**config.mk**
```make
export PLATFORM = sky130hd
export DESIGN_NAME = mp64_rst_seq
export DESIGN_NICKNAME = d
export VERILOG_FILES = /design/src/rtl/mp64_rst_pkg.sv /design/src/rtl/mp64_rst_seq.sv
export SDC_FILE = /design/constraint.sdc
export NUM_CORES = 1
export LEC_CHECK = 0
export CAP_MARGIN = 20
export CORE_AREA = 4 4 53 55
export DETAILED_ROUTE_END_ITERATION = 8
export DIE_AREA = 0 0 57 59
export GPL_TIMING_DRIVEN = 0
export PLACE_DENSITY = 0.71
export SYNTH_ARGS = -nofsm -noshare
export SYNTH_HDL_FRONTEND = slang
export SYNTH_SLANG_ARGS = --single-unit
export TNS_END_PERCENT = 10
```
**constraint.sdc**
```tcl
create_clock -name clk -period 1.7 [get_ports clk]
set_input_delay 0.34 -clock clk [delete_from_list [all_inputs] [get_ports clk]]
set_output_delay 0.34 -clock clk [all_outputs]
set_load 0.1 [all_outputs]
```
**src/rtl/mp64_rst_pkg.sv**
```systemverilog
// Shared types and constants for the reset sequencer.
// The cause bit positions match the layout of the system-control cause register.
package mp64_rst_pkg;

   typedef enum logic [1:0] {
      HOLD    = 2'd0,
      RELEASE = 2'd1,
      RUN     = 2'd2
   } state_t;

   localparam int CAUSE_W   = 3;
   localparam int CAUSE_POR = 0;
   localparam int CAUSE_SW  = 1;
   localparam int CAUSE_WDT = 2;

endpackage

```
**src/rtl/mp64_rst_seq.sv**
```systemverilog
// Holds all subsystem resets for HOLD_CYCLES, then releases them in index order, GAP_CYCLES apart.
// Software or watchdog requests restart the sequence. The cause of the last reset is kept until cleared in RUN.
module mp64_rst_seq
   import mp64_rst_pkg::*;
#(
   parameter int NUM_STAGES  = 4,
   parameter int HOLD_CYCLES = 16,
   parameter int GAP_CYCLES  = 8,
   parameter int CNT_W       = 8
) (
   input  logic                  clk,
   input  logic                  rst,
   input  logic                  sw_rst_req,
   input  logic                  wdt_rst_req,
   input  logic                  cause_clr,
   output logic [NUM_STAGES-1:0] rst_stage_out,
   output logic                  seq_done,
   output logic                  busy,
   output logic [CAUSE_W-1:0]    rst_cause
);

   localparam int STG_W = (NUM_STAGES > 1) ? $clog2(NUM_STAGES) : 1;
   localparam logic [CNT_W-1:0] HOLD_LAST = CNT_W'(HOLD_CYCLES - 1);
   localparam logic [CNT_W-1:0] GAP_LAST  = CNT_W'(GAP_CYCLES - 1);
   localparam logic [STG_W-1:0] STG_LAST  = STG_W'(NUM_STAGES - 1);

   state_t             state;
   logic [CNT_W-1:0]   cnt;
   logic [STG_W-1:0]   stg;
   logic               req;
   logic [CAUSE_W-1:0] req_cause;

   assign req = sw_rst_req | wdt_rst_req;

   always_comb begin
      req_cause            = '0;
      req_cause[CAUSE_SW]  = sw_rst_req;
      req_cause[CAUSE_WDT] = wdt_rst_req;
   end

   always_ff @(posedge clk) begin
      if (rst) begin
         state         <= HOLD;
         cnt           <= '0;
         stg           <= '0;
         rst_stage_out <= '1;
         seq_done      <= 1'b0;
         busy          <= 1'b1;
         rst_cause     <= CAUSE_W'(1 << CAUSE_POR);
      end else if (req) begin
         // A request held high parks the sequencer here with cnt pinned at 0.
         state         <= HOLD;
         cnt           <= '0;
         stg           <= '0;
         rst_stage_out <= '1;
         seq_done      <= 1'b0;
         busy          <= 1'b1;
         rst_cause     <= req_cause;
      end else begin
         case (state)
            HOLD: begin
               if (cnt == HOLD_LAST) begin
                  rst_stage_out[0] <= 1'b0;
                  cnt              <= '0;
                  if (NUM_STAGES == 1) begin
                     state    <= RUN;
                     seq_done <= 1'b1;
                     busy     <= 1'b0;
                  end else begin
                     stg   <= STG_W'(1);
                     state <= RELEASE;
                  end
               end else begin
                  cnt <= cnt + CNT_W'(1);
               end
            end
            RELEASE: begin
               if (cnt == GAP_LAST) begin
                  rst_stage_out[stg] <= 1'b0;
                  cnt                <= '0;
                  if (stg == STG_LAST) begin
                     state    <= RUN;
                     seq_done <= 1'b1;
                     busy     <= 1'b0;
                  end else begin
                     stg <= stg + STG_W'(1);
                  end
               end else begin
                  cnt <= cnt + CNT_W'(1);
               end
            end
            RUN: begin
               if (cause_clr) begin
                  rst_cause <= '0;
               end
            end
            default: begin
               state <= HOLD;
               cnt   <= '0;
               stg   <= '0;
            end
         endcase
      end
   end

endmodule

```
Fig. 1: run 1, logic cells by family
Drawn at 6 px/µm.
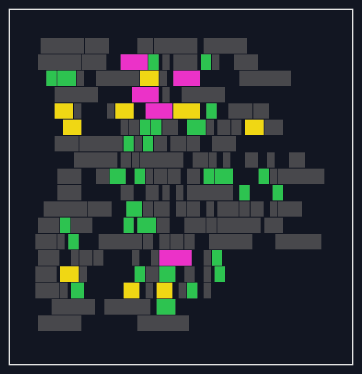
aoi and oai cells: shown in green, cells 29, most used a21oi_1. non-inverting ao/oa cells: shown in yellow, cells 9. fa/ha/maj cells: shown in magenta, cells 5, most used ha_1.
Comb area share: 0.467
most common logic cell in the routed design: dfxtp_1
Non-Filler Instances: 182

Fig. 2: run 1, routed metal, one color a layer
Drawn at 6 px/µm.
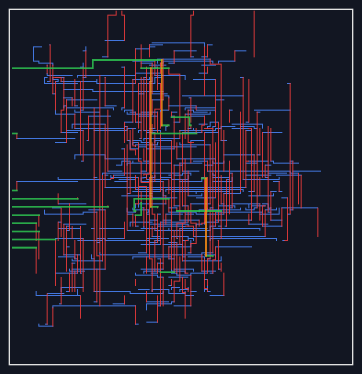
M1: shown in blue, wire length 1,100 µm. M3: shown in green, wire length 119 µm. M4: shown in orange, wire length 46.9 µm. M2: shown in red, wire length 1,250 µm.
GR Util All Layers: 0.156
WL final: 2.52 mm
Via Count: 1,016
routed len/inst: 13.9 µm

Fig. 3: run 1, wires at chosen ports, followed through buffers
Drawn at 8 px/µm.
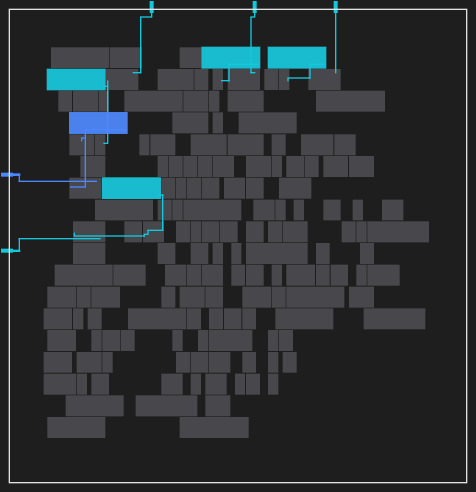
`seq_done`: shown in blue, bits 1, direction output, end cells 1, buffers 1, wire 26.0 µm. `rst_stage_out`: shown in cyan, bits 4, direction output, end cells 4, buffers 4, wire 77.5 µm.
Ports: 14
I/O Buffers: 13

-- run 1: power groups by stage --
stage | combinational [mW] | clock, mW | sequential [mW]
after floorplan | 0.0196 | 0 | 0.547
after detailed placement | 0.0795 | 0 | 0.514
final | 0.0790 | 0.255 | 0.501
after CTS | 0.0793 | 0.259 | 0.501
after global routing | 0.0842 | 0.286 | 0.502
after global placement | 0.0789 | 0 | 0.514
-- run 1: layout make-up --
| type | instances | area, µm² |
|---|---|---|
| Tap cell | 30 | 37.5 |
| Clock buffer | 3 | 22.5 |
| Sequential cell | 21 | 432 |
| Fill cell | 231 | 1030 |
| Timing Repair Buffer | 17 | 175 |
| Clock inverter | 1 | 5.00 |
| Inverter | 5 | 18.8 |
| Buffer | 6 | 33.8 |
| Multi-Input combinational cell | 99 | 636 |
-- run 1: worst max path at each step --
| stage | startpoint | slack (ns) | depth (start not counted) | end |
|---|---|---|---|---|
| CTS | cnt[5] | -0.17 | 6 | stg[1] |
| floorplan | cnt[5] | 0.01 | 5 | stg[1] |
| global route | cnt[5] | -0.12 | 6 | stg[1] |
| global placement | wdt_rst_req | -0.35 | 5 | cnt[5] |
| detailed placement | wdt_rst_req | -0.38 | 5 | busy |
| finish | cnt[5] | -0.07 | 6 | stg[1] |
-- run 1: flip-flops by register name, summed over array words and instances (netlist names) --
name and flops:
rst_stage_out 4, rst_cause 3, seq_done 1, stg 2
state 2, busy 1, cnt 8
-- run 1: logic make-up (layout without fill, tap and decap cells) --
| family | after synthesis | after routing | synth area share |
|---|---|---|---|
| simple gates | 54 | 54 | 0.265 |
| compound gates | 38 | 38 | 0.226 |
| flops | 21 | 21 | 0.388 |
| buf+inv | 11 | 32 | 0.0473 |
| fa+ha+maj | 5 | 5 | 0.0577 |
| xor+xnor | 2 | 2 | 0.0162 |
-- run 1: metrics by stage --
stage          power [mW]  setup slack, ns  setup TNS [ns]  instance area (µm²)  utilization
2_1_floorplan       0.567           0.0121               0                 1080            -
3_3_place_gp        0.593           -0.345           -4.49                 1250        0.525
3_5_place_dp        0.593           -0.376           -5.02                 1250        0.525
4_1_cts             0.840           -0.172           -1.17                 1340        0.560
5_1_grt             0.873           -0.119           -1.06                 1360        0.570
6_report            0.834          -0.0694          -0.414                 1360        0.570
-- run 1: worst max-delay path: cells and delay by family (launching register included) --
| kind | cells | cell delay [ns] |
|---|---|---|
| AND/OR/NAND/NOR | 3 | 0.92 |
| buffers and inverters | 2 | 0.31 |
| AND-OR/OR-AND | 1 | 0.13 |
| flip-flops | 1 | 0.37 |
-- run 1: timing repair --
item | 4_1_cts | 5_1_grt
hold endpoints to repair | 0 | 0
setup buffers | 4 | 0
resized | 33 | 10
pin swaps | 2 | 5
setup endpoints to repair | 22 | 13
-- run 1: layout by cell type (no fill, tap or decap), types with 3 or more instances in the layout --
cell,count
buf_4,3
clkbuf_4,3
clkdlybuf4s50_1,4
dfxtp_2,3
nand2b_1,3
ha_1,4
and3_1,3
a21oi_1,13
nor2b_1,4
clkdlybuf4s15_2,9
inv_1,5
o21ai_0,7
nand3_1,4
nor3_1,4
nor2_1,15
dfxtp_1,16
nand2_1,9
==> results.tsv, run 1 <==
metric	value	unit
endpoints failing hold	0	
asr flop ratio synth	0	
status	complete, but fails checks	
sequential share of power	0.600	
Netlist cell types	41	
max-slew violation count	0	
post-route ant nets	0	
YS chip area	0.00108	mm²
die area	0.00336	mm²
worst-margin pin slew	0.550	ns
CP max FO	7	
most used cell, CP	buf_6	
layout cells sized above 1	0.250	
worst reg2reg path depth	6	
Crit path arrival time	2.05	ns
pin count of the biggest net entering global routing	13	
WL met1	1.10	mm
P_int	609	µW
NetSw	226	µW
drt initial violations	29	
crit path cell chain	or4_4 -> or2_1 -> buf_6 -> nor4_4 -> buf_6 -> a31o_1	
die width	57	µm
most frequent cell after synthesis	dfxtp_1	
VDD IR max	610	µV
Cell Rows	18	
Clk network pwr share	0.305	
DR WL met3	119	µm
CP max stage cell	or4_4	
GR met2 Demand/Resource	0.277	
max_cap viols	0	
yosys cell count	131	
critical path capture point type	flop	
clk sink count	21	
RR Endpoint	stg[1]	
vias in the first global route	1014	
DR pass1 iterations	4	
#FFs+latches synth	21	
mapped cell area	0.00108	mm²
ratio of final minimum period to clock period	1.04	
tally of yosys warning messages	0	
first-pass GRT wire length	4.17	mm
placer congestion estimate	0.827	
initial cell density of the core	0.454	
antenna violations before repair	0	
total CTS buffers	3	
pwr/cell area	613	mW/mm²
Final Skew	0.00536	ns
clk slew on worst S/H paths	0.12	ns
remaining global-route overflow	0	
M1 GR Usage	0.182	
Longest Clk Path Bufs	2	
Final min period	1.77	ns
Worst Setup Path Type	reg2reg	
failing checks	setup timing	
final net count	163	
dominant register cell	dfxtp_1	
Top Layer Used	met4	
Syn-to-layout area delta	25.4	%
Worst Hold Launch	rst_stage_out[0]	
Synth Instances	131	
Avg Vias per Cell	5.58	
fmax	565	MHz
LEAKAGE	0.502	nW
R2R Setup Slk	-0.07	ns
Synth top area share	0.388	
Post-Syn Area per Cell	8.28	µm²
EDFF count, synth	0	
Worst EP required	1.98	ns
Post-synth top cells	dfxtp_1 (21), nor2_1 (16), a21oi_1 (15)	
WHS Endpoint	rst_stage_out[0]	
die height	59	µm
register share after synthesis	0.388	
core area	0.00239	mm²
Placed Cells incl. Taps	174	
RSZ-0062 raised after global routing	yes	
clk_lat worst skew	0.32	ns
Hold Path Depth	2	
met3 usage	0.0283	
Synthesized Nets	141	
final setup violating endpoints	9	
final worst slack	-0.0694	ns
post-DP HPWL	1.79	mm
sw frac	0.271	
Hold Slack	0.496	ns
DRC Markers	0	
Root Driver	clkbuf_4	
CTS Hold Buffers Added	0	
cell taking the most area after synthesis	dfxtp_1	
slew margin rel.	0.635	
routed length on met2	1.25	mm
Comb pwr share	0.095	
Antenna Cells	0	
Log Warnings	31	
CTS tree	done	
gr busiest metal	met2	
Worst Hold Class	reg2reg	
CP startpoint kind	flop	
reg2reg start	cnt[5]	
H-Tree Depth	1	
slowest stage delay, CP	0.52	ns
Largest cells by area	dfxtp_1 (39%), a21oi_1 (6.9%), ha_1 (5.8%), nor2_1 (5.5%), o21ai_0 (3.2%)	
==> run 2: changes to the inputs <==
--- a/config.mk
+++ b/config.mk
@@ -10,8 +10,7 @@
 export DETAILED_ROUTE_END_ITERATION = 8
 export DIE_AREA = 0 0 57 59
 export GPL_TIMING_DRIVEN = 0
-export PLACE_DENSITY = 0.71
+export PLACE_DENSITY = 0.74
 export SYNTH_ARGS = -nofsm -noshare
 export SYNTH_HDL_FRONTEND = slang
 export SYNTH_SLANG_ARGS = --single-unit
-export TNS_END_PERCENT = 10
Fig. 4: run 2, wires at chosen ports, followed through buffers
Drawn at 8 px/µm.
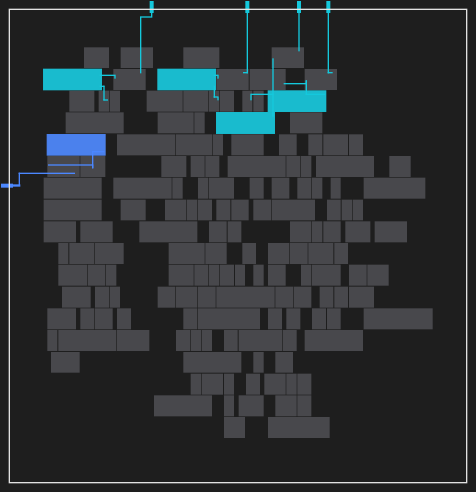
`rst_stage_out`: shown in cyan, bits 4, direction output, end cells 4, buffers 4, wire 55.6 µm. `seq_done`: shown in blue, bits 1, direction output, end cells 1, buffers 1, wire 18.4 µm.

Fig. 5: run 2, routed metal, one color a layer
Drawn at 6 px/µm.
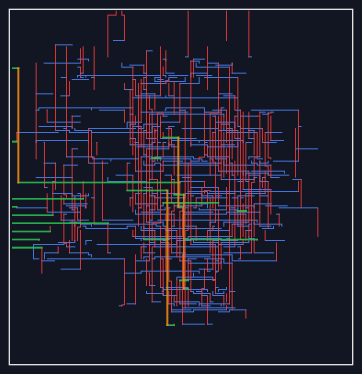
WL final: 2.52 mm
Via Count: 1,024
routed len/inst: 13.8 µm
GR Util All Layers: 0.164

==> results.tsv, run 2 <==
metric	value	unit	change
status	complete, but fails checks		
failing checks	setup timing		
Cell Rows	18		unchanged
final setup violating endpoints	2		-7
Worst Setup Path Type	reg2reg		
Synthesized Nets	141		unchanged
crit path cell chain	or4_4 -> or2_4 -> buf_6 -> a311oi_2 -> a21oi_1		
Post-Syn Area per Cell	8.28	µm²	unchanged
post-DP HPWL	1.79	mm	about the same
biggest regs	cnt: 8 flops, rst_stage_out: 4 flops, rst_cause: 3 flops		
Setup crit start	cnt[5]		
RSZ-0062 raised after global routing	yes		
mapped cell area	0.00108	mm²	unchanged
Antenna Cells	0		unchanged
vias in the first global route	1002		-1.2%
post-route ant nets	0		unchanged
Crit path arrival time	1.94	ns	-0.11 ns
Place WS	-0.422	ns	-0.0454 ns
Hold Path Depth	2		unchanged
Util after Layout	0.573		+0.00314
most common logic cell in the routed design	dfxtp_1		
Synth Instances	131		unchanged
CTS tree	done		
Root Driver	clkbuf_4		
Final Skew	0.00466	ns	-0.000699 ns
Non-Filler Instances	182		unchanged
cell taking the most area after synthesis	dfxtp_1		
Worst Hold Launch	rst_stage_out[0]		
Crit path depth	5		-1
remaining global-route overflow	0		unchanged
final worst slack	-0.0240	ns	+0.0454 ns
slowest stage delay, CP	0.51	ns	about the same
Worst Hold Class	reg2reg		
first-pass GRT wire length	4.28	mm	+2.5%
most instantiated logic cells after routing	dfxtp_1 (18), nor2_1 (15), a21oi_1 (12)		
total CTS buffers	3		unchanged
Final Cell Area	0.00137	mm²	+0.55%
Avg Vias per Cell	5.63		+0.79%
DR pass1 iterations	4		unchanged
drt initial violations	23		-21%
Ports	14		unchanged
max_cap viols	0		unchanged
dominant register cell	dfxtp_1		
tally of yosys warning messages	0		unchanged
Worst EP required	1.91	ns	-0.07 ns
EDFF count, synth	0		unchanged
die width	57	µm	unchanged
Log Warnings	31		unchanged
VDD IR max	606	µV	-0.66%
worst-margin pin slew	0.553	ns	+0.00241 ns
ratio of final minimum period to clock period	1.01		-0.0267
clk_lat worst skew	0.31	ns	about the same
initial cell density of the core	0.454		unchanged
register share after synthesis	0.388		unchanged
critical path capture point type	flop		
die height	59	µm	unchanged
Largest cells by area	dfxtp_1 (39%), a21oi_1 (6.9%), ha_1 (5.8%), nor2_1 (5.5%), o21ai_0 (3.2%)		
LEAKAGE	0.507	nW	+0.87%
Reg with most FFs	cnt		
max-slew violation count	0		unchanged
XOR/XNOR Area Share	0.0161		unchanged
comb area leader	simple AND/OR/NAND/NOR gates		
clk slew on worst S/H paths	0.12	ns	about the same
CP startpoint kind	flop		
die area	0.00336	mm²	unchanged
CP max stage cell	or4_4		
layout cells sized above 1	0.257		+0.00658
post-placement cell area	0.00125	mm²	unchanged
placer congestion estimate	0.885		+7.0%
fmax	580	MHz	+2.6%
endpoints failing hold	0		unchanged
most frequent cell after synthesis	dfxtp_1		
final net count	163		unchanged
Adder Area Share	0.0577		unchanged
Final min period	1.72	ns	-0.0454 ns
TNS Setup	-0.0278	ns	+0.386 ns
#FFs+latches synth	21		unchanged
core area	0.00239	mm²	unchanged
ao+oa area frac	0.226		unchanged
I/O Buffers	13		unchanged
Syn-to-layout area delta	26.1	%	
max reg flops	8		unchanged
pwr/cell area	608	mW/mm²	-0.80%
Netlist cell types	41		unchanged
slew margin rel.	0.633		-0.00160
asr flop ratio synth	0		unchanged
DRC Markers	0		unchanged
reg2reg start	cnt[5]		
CP max FO	4		-3
crit-path leading delay family	simple AND/OR/NAND/NOR gates		
YS chip area	0.00108	mm²	unchanged
mux frac, synth	0		unchanged
Simple-Gate Area Share	0.265		unchanged
Layout fillers	238		+3.0%
clk sink count	21		unchanged
Placed Cells incl. Taps	174		unchanged
yosys cell count	131		unchanged
worst reg2reg path depth	5		-1
pin count of the biggest net entering global routing	13		unchanged
Buf/Inv on CP	1		-1
antenna violations before repair	0		unchanged
H-Tree Depth	1		unchanged
Longest Clk Path Bufs	2		unchanged
Post-synth top cells	dfxtp_1 (21), nor2_1 (16), a21oi_1 (15)		
Synth top area share	0.388		unchanged
Fig. 6: run 2, logic cells by family
Drawn at 6 px/µm.
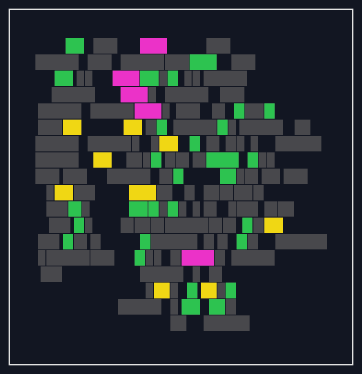
Comb area share: 0.474

-- run 2: cell counts after synthesis --
No cell type changed its count.
-- run 2: cell type report --
cell class	instances	area, µm²	share of cell area
multi-input combinational	99	648	0.474
sequential	21	427	0.312
timing repair buffer	18	186	0.136
tap	30	37.5	0.0274
clock buffer	3	22.5	0.0165
buffer	5	22.5	0.0165
inverter	5	18.8	0.0137
clock inverter	1	5.00	0.00366
-- run 2: cell families (layout without fill, tap and decap cells) --
logic type      count (synthesis)  in the layout
compound gates                 38             38
xor+xnor                        2              2
fa+ha+maj                       5              5
buf+inv                        11             32
flops                          21             21
simple gates                   54             54
-- run 2: report_power, final --
part	switching, mW	internal, mW
clock	0.163	0.0880
sequential	0.00427	0.497
combinational	0.0558	0.0247
total	0.223	0.610
-- run 2: repair_timing --
item                                    CTS  global route
endpoints found under the setup margin   21            16
buffers inserted                          5             0
pin swaps                                 4             6
hold buffers                              0             0
resized                                  34            12
-- run 2: tightest hold or removal path: cells and delay by family, from the launching register on --
| family | cells | cell delay, ns |
|---|---|---|
| compound gates | 1 | 0.05 |
| flops | 1 | 0.34 |
| simple gates | 1 | 0.05 |
-- run 2: path summary, 6_finish.rpt --
kind / end / slack (ns)
min reg2reg: rst_stage_out[0] / 0.47
min: rst_stage_out[0] / 0.47
max reg2reg: cnt[3] / -0.02
max: cnt[3] / -0.02
-- run 2: layer usage --
metal	part of all wire	GRT usage	vias up
li1	-	-	513
met1	0.44	0.182	474
met2	0.48	0.282	29
met3	0.048	0.0392	8
met4	0.027	0.0993	0
met5	0	0	-
-- run 2: through the flow --
step | total power, mW | hold slack, ns
2_1_floorplan | 0.567 | 0.412
3_3_place_gp | 0.593 | 0.455
3_5_place_dp | 0.594 | 0.450
4_1_cts | 0.844 | 0.469
5_1_grt | 0.869 | 0.500
6_report | 0.832 | 0.468
==> run 3: changes to the inputs <==
--- a/config.mk
+++ b/config.mk
@@ -6,11 +6,12 @@
 export NUM_CORES = 1
 export LEC_CHECK = 0
 export CAP_MARGIN = 20
-export CORE_AREA = 4 4 53 55
+export CORE_AREA = 5 5 54 56
 export DETAILED_ROUTE_END_ITERATION = 8
-export DIE_AREA = 0 0 57 59
+export DIE_AREA = 0 0 59 61
 export GPL_TIMING_DRIVEN = 0
 export PLACE_DENSITY = 0.74
+export SLEW_MARGIN = 20
 export SYNTH_ARGS = -nofsm -noshare
 export SYNTH_HDL_FRONTEND = slang
 export SYNTH_SLANG_ARGS = --single-unit
Fig. 7: run 3, logic cells by family
Drawn at 6 px/µm.
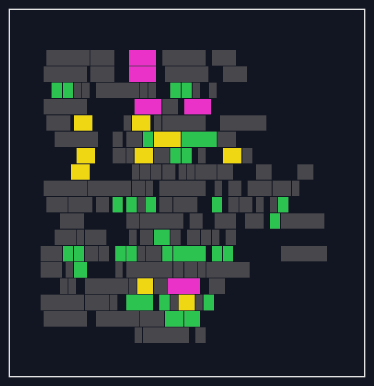
aoi and oai cells: shown in green, cells 29, most used a21oi_1. non-inverting ao/oa cells: shown in yellow, cells 9. fa/ha/maj cells: shown in magenta, cells 5, most used ha_1.
Comb area share: 0.476

Fig. 8: run 3, routed metal, one color a layer
Drawn at 6 px/µm.
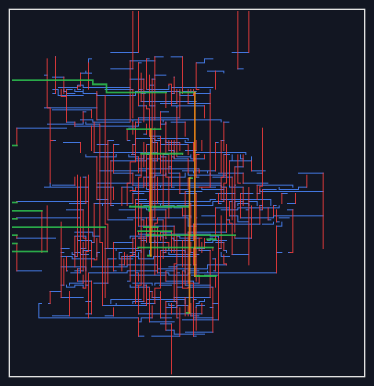
GR Util All Layers: 0.145
routed len/inst: 13.5 µm
WL final: 2.46 mm

==> results.tsv, run 3 <==
metric	value	unit	change
worst reg2reg path depth	5		unchanged
gr busiest metal	met2		
final setup violating endpoints	5		+3
DR pass1 iterations	4		unchanged
H-Tree Depth	1		unchanged
most instantiated logic cells after routing	dfxtp_1 (17), nor2_1 (16), a21oi_1 (15)		
clk_lat worst skew	0.30	ns	about the same
die area	0.00360	mm²	+7.0%
die width	59	µm	+3.5%
DRC Markers	0		unchanged
Crit path depth	6		+1
RSZ-0062 raised after global routing	yes		
Synth top area share	0.388		unchanged
CP startpoint kind	primary input		
initial cell density of the core	0.454		unchanged
VDD IR max	447	µV	-26%
Worst Setup Path Type	in2reg		
CTS Hold Buffers Added	0		unchanged
layout cells sized above 1	0.243		-0.0132
Root Driver	clkbuf_4		
Setup crit start	wdt_rst_req		
crit-path leading delay family	buffers and inverters		
mapped cell area	0.00108	mm²	unchanged
GR met2 Demand/Resource	0.249		-0.0330
Cell Rows	18		unchanged
RR Endpoint	stg[1]		
Hold Slack	0.463	ns	-0.00512 ns
Final Skew	0.00361	ns	-0.00106 ns
I/O Buffers	13		unchanged
dominant register cell	dfxtp_1		
final net count	163		unchanged
slew margin rel.	0.629		-0.00409
Buf/Inv on CP	3		+2
ratio of final minimum period to clock period	1.01		about the same
most common logic cell in the routed design	dfxtp_1		
remaining global-route overflow	0		unchanged
clk slew on worst S/H paths	0.11	ns	about the same
M1 GR Usage	0.173		-0.00963
Avg Vias per Cell	5.69		+1.2%
CP max FO	10		+6
post-route ant nets	0		unchanged
pwr/cell area	603	mW/mm²	-0.84%
failing checks	setup timing		
Layout fillers	225		-5.5%
worst-margin pin slew	0.559	ns	+0.00617 ns
CTS tree	done		
Critical Path End	stg[1]		
antenna violations before repair	0		unchanged
CP max stage cell	clkdlybuf4s50_1		
biggest regs	cnt: 8 flops, rst_stage_out: 4 flops, rst_cause: 3 flops		
Syn-to-layout area delta	25.4	%	
Synth Instances	131		unchanged
post-DP HPWL	1.78	mm	-0.29%
#FFs+latches synth	21		unchanged
Netlist cell types	41		unchanged
LEAKAGE	0.504	nW	-0.58%
vias in the first global route	952		-5.0%
crit path cell chain	clkdlybuf4s50_1 -> or3_1 -> buf_2 -> nor4_4 -> buf_4 -> a31o_1		
Via Count	1036		+1.2%
Synthesized Nets	141		unchanged
yosys cell count	131		unchanged
Antenna Cells	0		unchanged
max-slew violation count	0		unchanged
Post-synth top cells	dfxtp_1 (21), nor2_1 (16), a21oi_1 (15)		
register share after synthesis	0.388		unchanged
Reg with most FFs	cnt		
post-placement cell area	0.00125	mm²	unchanged
Log Warnings	31		unchanged
Util after Layout	0.570		-0.00314
tally of yosys warning messages	0		unchanged
Place WS	-0.382	ns	+0.0396 ns
Non-Filler Instances	182		unchanged
max_cap viols	0		unchanged
TNS Setup	-0.0456	ns	-0.0177 ns
most frequent cell after synthesis	dfxtp_1		
drt initial violations	28		+22%
Placed Cells incl. Taps	174		unchanged
critical path capture point type	flop		
status	complete, but fails checks		
reg2reg start	cnt[7]		
Crit path arrival time	1.98	ns	+0.04 ns
pin count of the biggest net entering global routing	12		-1
R2R Setup Slk	-0.02	ns	about the same
asr flop ratio synth	0		unchanged
fmax	580	MHz	about the same
met3 usage	0.0298		-0.00943
total CTS buffers	3		unchanged
Worst Hold Class	reg2reg		
endpoints failing hold	0		unchanged
Post-Syn Area per Cell	8.28	µm²	unchanged
core area	0.00239	mm²	unchanged
Final Cell Area	0.00136	mm²	-0.55%
Worst EP required	1.95	ns	+0.04 ns
placer congestion estimate	0.827		-6.6%
die height	61	µm	+3.4%
final worst slack	-0.0240	ns	-0.0000344 ns
cell taking the most area after synthesis	dfxtp_1		
clk sink count	21		unchanged
Longest Clk Path Bufs	2		unchanged
YS chip area	0.00108	mm²	unchanged
slowest stage delay, CP	0.46	ns	-0.05 ns
Largest cells by area	dfxtp_1 (39%), a21oi_1 (6.9%), ha_1 (5.8%), nor2_1 (5.5%), o21ai_0 (3.2%)		
Ports	14		unchanged
Tot Pwr	821	µW	-1.4%
Final min period	1.72	ns	+0.0000344 ns
EDFF count, synth	0		unchanged
first-pass GRT wire length	3.96	mm	-7.4%
max reg flops	8		unchanged
Fig. 9: run 3, wires at chosen ports, followed through buffers
Drawn at 8 px/µm.
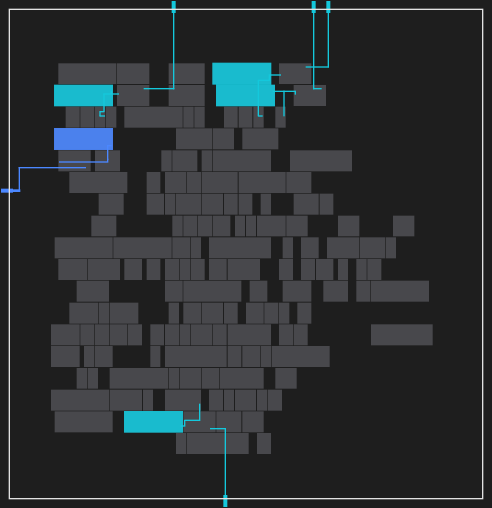
`seq_done`: shown in blue, bits 1, direction output, end cells 1, buffers 1, wire 20.3 µm. `rst_stage_out`: shown in cyan, bits 4, direction output, end cells 4, buffers 4, wire 68.9 µm.

==> run 3: netlist changes by cell type in the layout (fill, tap and decap cells not counted), sizes merged <==
cell | before | now
clkinv | 1 | 0
clkbuf | 5 | 6
==> run 3: worst min-delay path by stage <==
stage / startpoint / cells past startpoint / end / slack, ns
6_report: rst_stage_out[0] / 2 / rst_stage_out[0] / 0.46
5_1_grt: rst_stage_out[0] / 2 / rst_stage_out[0] / 0.48
4_1_cts: rst_stage_out[0] / 2 / rst_stage_out[0] / 0.47
3_5_place_dp: rst_stage_out[0] / 2 / rst_stage_out[0] / 0.45
3_3_place_gp: rst_stage_out[0] / 2 / rst_stage_out[0] / 0.45
2_1_floorplan: rst / 1 / rst_cause[1] / 0.41
==> run 3: cells by family after synthesis <==
group | after synthesis | share of synthesized area
AOI/OAI and AO/OA | 38 | 0.226
xor gates and xnor gates | 2 | 0.0162
adders and majority gates | 5 | 0.0577
buffers and inverters | 11 | 0.0473
DFF | 21 | 0.388
and+or+nand+nor | 54 | 0.265
==> run 3: area by class of cell <==
| type | count | area, µm² | share of cell area |
|---|---|---|---|
| Sequential cell | 21 | 425 | 0.313 |
| Tap cell | 30 | 37.5 | 0.0276 |
| Multi-Input combinational cell | 99 | 647 | 0.476 |
| Clock buffer | 4 | 26.3 | 0.0193 |
| Timing Repair Buffer | 18 | 183 | 0.134 |
| Inverter | 5 | 18.8 | 0.0138 |
| Buffer | 5 | 22.5 | 0.0166 |
==> run 3: repair_timing <==
| item | in CTS | in global routing |
|---|---|---|
| cloned | 0 | 0 |
| pin swaps | 5 | 4 |
| resized | 32 | 11 |
| buffers inserted | 5 | 0 |
| endpoints found under the setup margin | 21 | 16 |
==> run 3: layer usage <==
| metal | wire (µm) | vias up | part of all wire |
|---|---|---|---|
| met5 | 0 | - | 0 |
| met2 | 1170 | 34 | 0.48 |
| met4 | 74 | 0 | 0.030 |
| li1 | - | 508 | - |
| met1 | 1090 | 488 | 0.44 |
| met3 | 122 | 6 | 0.050 |
==> run 3: tightest hold or removal path, delay by kind of cell, from the launching register on <==
family	cells	cell delay [ns]
AND/OR/NAND/NOR	1	0.05
AND-OR/OR-AND	1	0.05
flip-flops	1	0.33
==> run 3: power by group <==
part	leakage (nW)	switching, mW	internal [mW]
sequential	0.172	0.00437	0.498
clock	0.0150	0.146	0.0916
combinational	0.316	0.0555	0.0246
total	0.504	0.206	0.615
No activity file was given, so power comes from the tool's default toggle rates.
